<file path="src/rtl/rf_arb_pkg.sv">
// Shared types and defaults for the two-port register-file arbiter.
package rf_arb_pkg;

    localparam int DATA_W_DEF = 8;
    localparam int ADDR_W_DEF = 2;
    localparam int CNT_W      = 8;

    typedef enum logic [1:0] {
        IDLE  = 2'd0,
        OWN_A = 2'd1,
        OWN_B = 2'd2
    } state_e;

    typedef enum logic {
        PRIO_A = 1'b0,
        PRIO_B = 1'b1
    } prio_e;

endpackage

</file>
<file path="src/rtl/rf_arb_rr.sv">
// Two-way round-robin picker; the priority pointer moves away from
// whichever requester was last granted.
import rf_arb_pkg::*;

module rf_arb_rr (
    input  logic clk_i,
    input  logic rst_ni,
    input  logic req_a_i,
    input  logic req_b_i,
    input  logic gnt_a_i,
    input  logic gnt_b_i,
    output logic pick_a_o,
    output logic pick_b_o
);

    prio_e prio_q, prio_d;

    assign pick_a_o = req_a_i & (~req_b_i | (prio_q == PRIO_A));
    assign pick_b_o = req_b_i & (~req_a_i | (prio_q == PRIO_B));

    always_comb begin
        prio_d = prio_q;
        if (gnt_a_i) begin
            prio_d = PRIO_B;
        end else if (gnt_b_i) begin
            prio_d = PRIO_A;
        end
    end

    always_ff @(posedge clk_i or negedge rst_ni) begin
        if (!rst_ni) begin
            prio_q <= PRIO_A;
        end else begin
            prio_q <= prio_d;
        end
    end

endmodule

</file>
<file path="src/rtl/rf_arbiter.sv">
// Arbitrates two requesters onto one register-file port, with an
// optional bounded lock that keeps the port owned across grants.
import rf_arb_pkg::*;

module rf_arbiter #(
    parameter int DATA_W   = DATA_W_DEF,
    parameter int ADDR_W   = ADDR_W_DEF,
    parameter int LOCK_MAX = 8
) (
    input  logic              CLK,
    input  logic              RST_N,
    input  logic              REQ_A,
    input  logic              REQ_B,
    input  logic              WE_A,
    input  logic              WE_B,
    input  logic              LOCK_A,
    input  logic              LOCK_B,
    input  logic [ADDR_W-1:0] ADDR_A,
    input  logic [ADDR_W-1:0] ADDR_B,
    input  logic [DATA_W-1:0] WDATA_A,
    input  logic [DATA_W-1:0] WDATA_B,
    output logic              GNT_A,
    output logic              GNT_B,
    output logic              RVALID_A,
    output logic              RVALID_B,
    output logic [DATA_W-1:0] RDATA_A,
    output logic [DATA_W-1:0] RDATA_B,
    output logic              RF_EN,
    output logic [ADDR_W-1:0] RF_ADDR,
    output logic [DATA_W-1:0] RF_IN,
    input  logic [DATA_W-1:0] RF_OUT
);

    localparam logic [CNT_W-1:0] LMAX = CNT_W'(LOCK_MAX);

    state_e           state_q;
    logic [CNT_W-1:0] cnt_q;
    logic [CNT_W-1:0] cnt_inc;
    logic             rvalid_a_q, rvalid_b_q;
    logic [DATA_W-1:0] rdata_a_q, rdata_b_q;
    logic             pick_a, pick_b;
    logic             gnt_a, gnt_b;
    logic             rd_a, rd_b;

    rf_arb_rr u_rr (
        .clk_i    (CLK),
        .rst_ni   (RST_N),
        .req_a_i  (REQ_A),
        .req_b_i  (REQ_B),
        .gnt_a_i  (gnt_a),
        .gnt_b_i  (gnt_b),
        .pick_a_o (pick_a),
        .pick_b_o (pick_b)
    );

    // Grants are held low combinationally while reset is asserted.
    always_comb begin
        gnt_a = 1'b0;
        gnt_b = 1'b0;
        if (RST_N) begin
            unique case (state_q)
                IDLE: begin
                    gnt_a = pick_a;
                    gnt_b = pick_b;
                end
                OWN_A:   gnt_a = REQ_A;
                OWN_B:   gnt_b = REQ_B;
                default: ;
            endcase
        end
    end

    assign rd_a    = gnt_a & ~WE_A;
    assign rd_b    = gnt_b & ~WE_B;
    assign cnt_inc = cnt_q + CNT_W'(1);

    assign GNT_A    = gnt_a;
    assign GNT_B    = gnt_b;
    assign RVALID_A = rvalid_a_q;
    assign RVALID_B = rvalid_b_q;
    assign RDATA_A  = rdata_a_q;
    assign RDATA_B  = rdata_b_q;

    always_comb begin
        RF_EN   = 1'b0;
        RF_ADDR = '0;
        RF_IN   = '0;
        if (gnt_a) begin
            RF_EN   = WE_A;
            RF_ADDR = ADDR_A;
            RF_IN   = WE_A ? WDATA_A : '0;
        end else if (gnt_b) begin
            RF_EN   = WE_B;
            RF_ADDR = ADDR_B;
            RF_IN   = WE_B ? WDATA_B : '0;
        end
    end

    always_ff @(posedge CLK or negedge RST_N) begin
        if (!RST_N) begin
            state_q    <= IDLE;
            cnt_q      <= '0;
            rvalid_a_q <= 1'b0;
            rvalid_b_q <= 1'b0;
            rdata_a_q  <= '0;
            rdata_b_q  <= '0;
        end else begin
            rvalid_a_q <= rd_a;
            rvalid_b_q <= rd_b;
            if (rd_a) rdata_a_q <= RF_OUT;
            if (rd_b) rdata_b_q <= RF_OUT;
            unique case (state_q)
                IDLE: begin
                    // A lock limit of one means the first grant already exhausts it.
                    if (gnt_a && LOCK_A && (LMAX > CNT_W'(1))) begin
                        state_q <= OWN_A;
                        cnt_q   <= CNT_W'(1);
                    end else if (gnt_b && LOCK_B && (LMAX > CNT_W'(1))) begin
                        state_q <= OWN_B;
                        cnt_q   <= CNT_W'(1);
                    end
                end
                OWN_A: begin
                    if (gnt_a) begin
                        if (!LOCK_A || (cnt_inc == LMAX)) begin
                            state_q <= IDLE;
                            cnt_q   <= '0;
                        end else begin
                            cnt_q <= cnt_inc;
                        end
                    end else if (!LOCK_A) begin
                        state_q <= IDLE;
                        cnt_q   <= '0;
                    end
                end
                OWN_B: begin
                    if (gnt_b) begin
                        if (!LOCK_B || (cnt_inc == LMAX)) begin
                            state_q <= IDLE;
                            cnt_q   <= '0;
                        end else begin
                            cnt_q <= cnt_inc;
                        end
                    end else if (!LOCK_B) begin
                        state_q <= IDLE;
                        cnt_q   <= '0;
                    end
                end
                default: begin
                    state_q <= IDLE;
                    cnt_q   <= '0;
                end
            endcase
        end
    end

endmodule

</file>
<file path="config.mk">
export PLATFORM = sky130hd
export DESIGN_NAME = rf_arbiter
export DESIGN_NICKNAME = d
export VERILOG_FILES = /design/src/rtl/rf_arb_pkg.sv /design/src/rtl/rf_arb_rr.sv /design/src/rtl/rf_arbiter.sv
export SDC_FILE = /design/constraint.sdc
export NUM_CORES = 1
export LEC_CHECK = 0
export CAP_MARGIN = 20
export CORE_ASPECT_RATIO = 0.8
export CORE_MARGIN = 2
export CORE_UTILIZATION = 45
export CTS_CLUSTER_SIZE = 30
export DETAILED_ROUTE_END_ITERATION = 8
export PLACE_DENSITY = 0.94
export SYNTH_ARGS = -nofsm -noshare
export SYNTH_HDL_FRONTEND = slang
export SYNTH_HIERARCHICAL = 1
export SYNTH_SLANG_ARGS = --single-unit
</file>
<file path="constraint.sdc">
create_clock -name CLK -period 4.85 [get_ports CLK]
set_input_delay 1.455 -clock CLK [delete_from_list [all_inputs] [get_ports CLK]]
set_output_delay 1.455 -clock CLK [all_outputs]
set_load 0.005 [all_outputs]
</file>
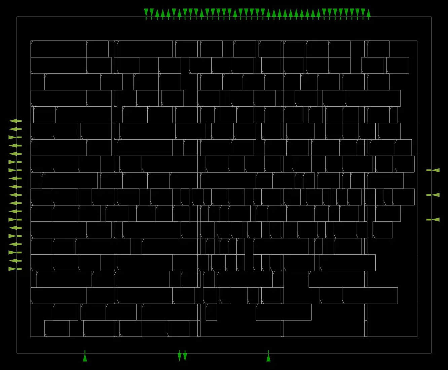
**Above:** cell outlines without signal wires.
final std cells w/o fill: 260
flop share of the area: 30.1%

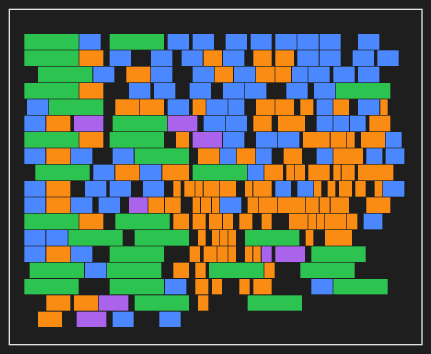
**Above:** placement by cell class.
Drawn at 6 px/um.
flops: shown in green, cells 29, share of their area 31%. other buffers and delay cells: shown in blue, cells 80, share of their area 32%. clock drivers and dummy loads: shown in purple, cells 8, share of their area 4.1%. all other logic: shown in orange, cells 103, share of their area 33%.

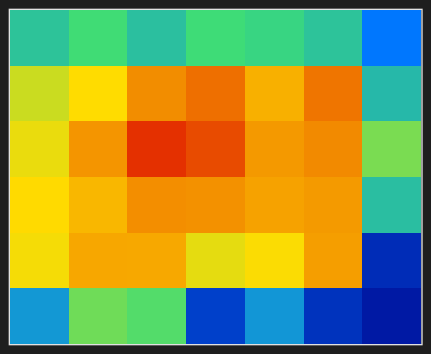
**Above:** cell density map.
Drawn at 6 px/um. 7 x 6 tiles, from dark blue (low) to red (high), 0 to 100% covered.
The densest ninth of the die: centre. The mean over all tiles is 62%. 45% of the tiles are over 75% full.
Std-Cell Core Area: 3130 um^2
FP Util: 47.9%
Core Util, Final: 77.0%

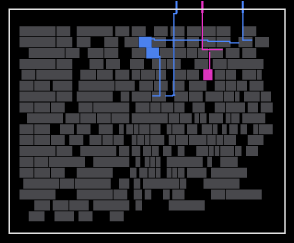
**Above:** wires at chosen ports, followed through buffers.
Drawn at 4 px/um.
`RF_ADDR`: shown in blue, bits 2, direction output, edge top, end cells 2, wire 68.9 um. `RF_EN`: shown in magenta, bits 1, direction output, edge top, end cells 1, wire 20.3 um.
number of primary I/O pins: 67
Port Buffers: 66

==> reports/notes.md <==
The post-synthesis async set-or-reset flop share came out at 100%. The most used logic cell in the final layout was clkdlybuf4s50_1. For the number of setup buffers added after CTS, the log shows 4. Among the non-sequential cells, AND-OR/OR-AND gates take the most area.

TritonCTS built the clock tree. Per the OpenROAD timing report, the critical path contains 8 cells. The remaining design rule violation count came out at 0.

The simple logic cell fraction of the synthesized area is 15.3%. The tools report the type of origin of the critical path as an input pin. Averaged over all synthesized cells, the footprint is 11.0 um^2.

In this run the cell area of the synthesized design comes to 1500 um^2. Setup repair after global routing left no endpoint under its margin. The number of nets handed over by synthesis was 174.

The run gives 0 ns for the summed negative setup slack over all endpoints. According to the hold report, the worst path is of the reg -> reg type. Detailed routing placed a total of 317 um of wire on met3. Most frequently used flop master after synthesis: dfrtp_1. For this block, the via count after detailed routing is 1467. Destination of the worst register-to-register timing path: RDATA_B[0]$_DFFE_PN0P_.

STA shows the worst min-delay path finishing at RDATA_B[6]$_DFFE_PN0P_. Maximum fanout count along the critical path: 4. The uppermost signal routing layer after detailed routing was met4. The flow ran to the end, and the final reports show no timing, DRC or antenna violations. The worst setup path is captured at an output pin. Summing all flip-flop and latch instances after layout gives 726 um^2. The tools report the termination of the worst setup path as RF_EN. The longest clock path from root to sink contains 2 buffers. With the met1 layer usage reported by global route at 34.5%, the internal power summed over all cells is 781 uW. Summing over the stages, the warning tally comes to 26.
No activity file was given, so power comes from the tool's default toggle rates.
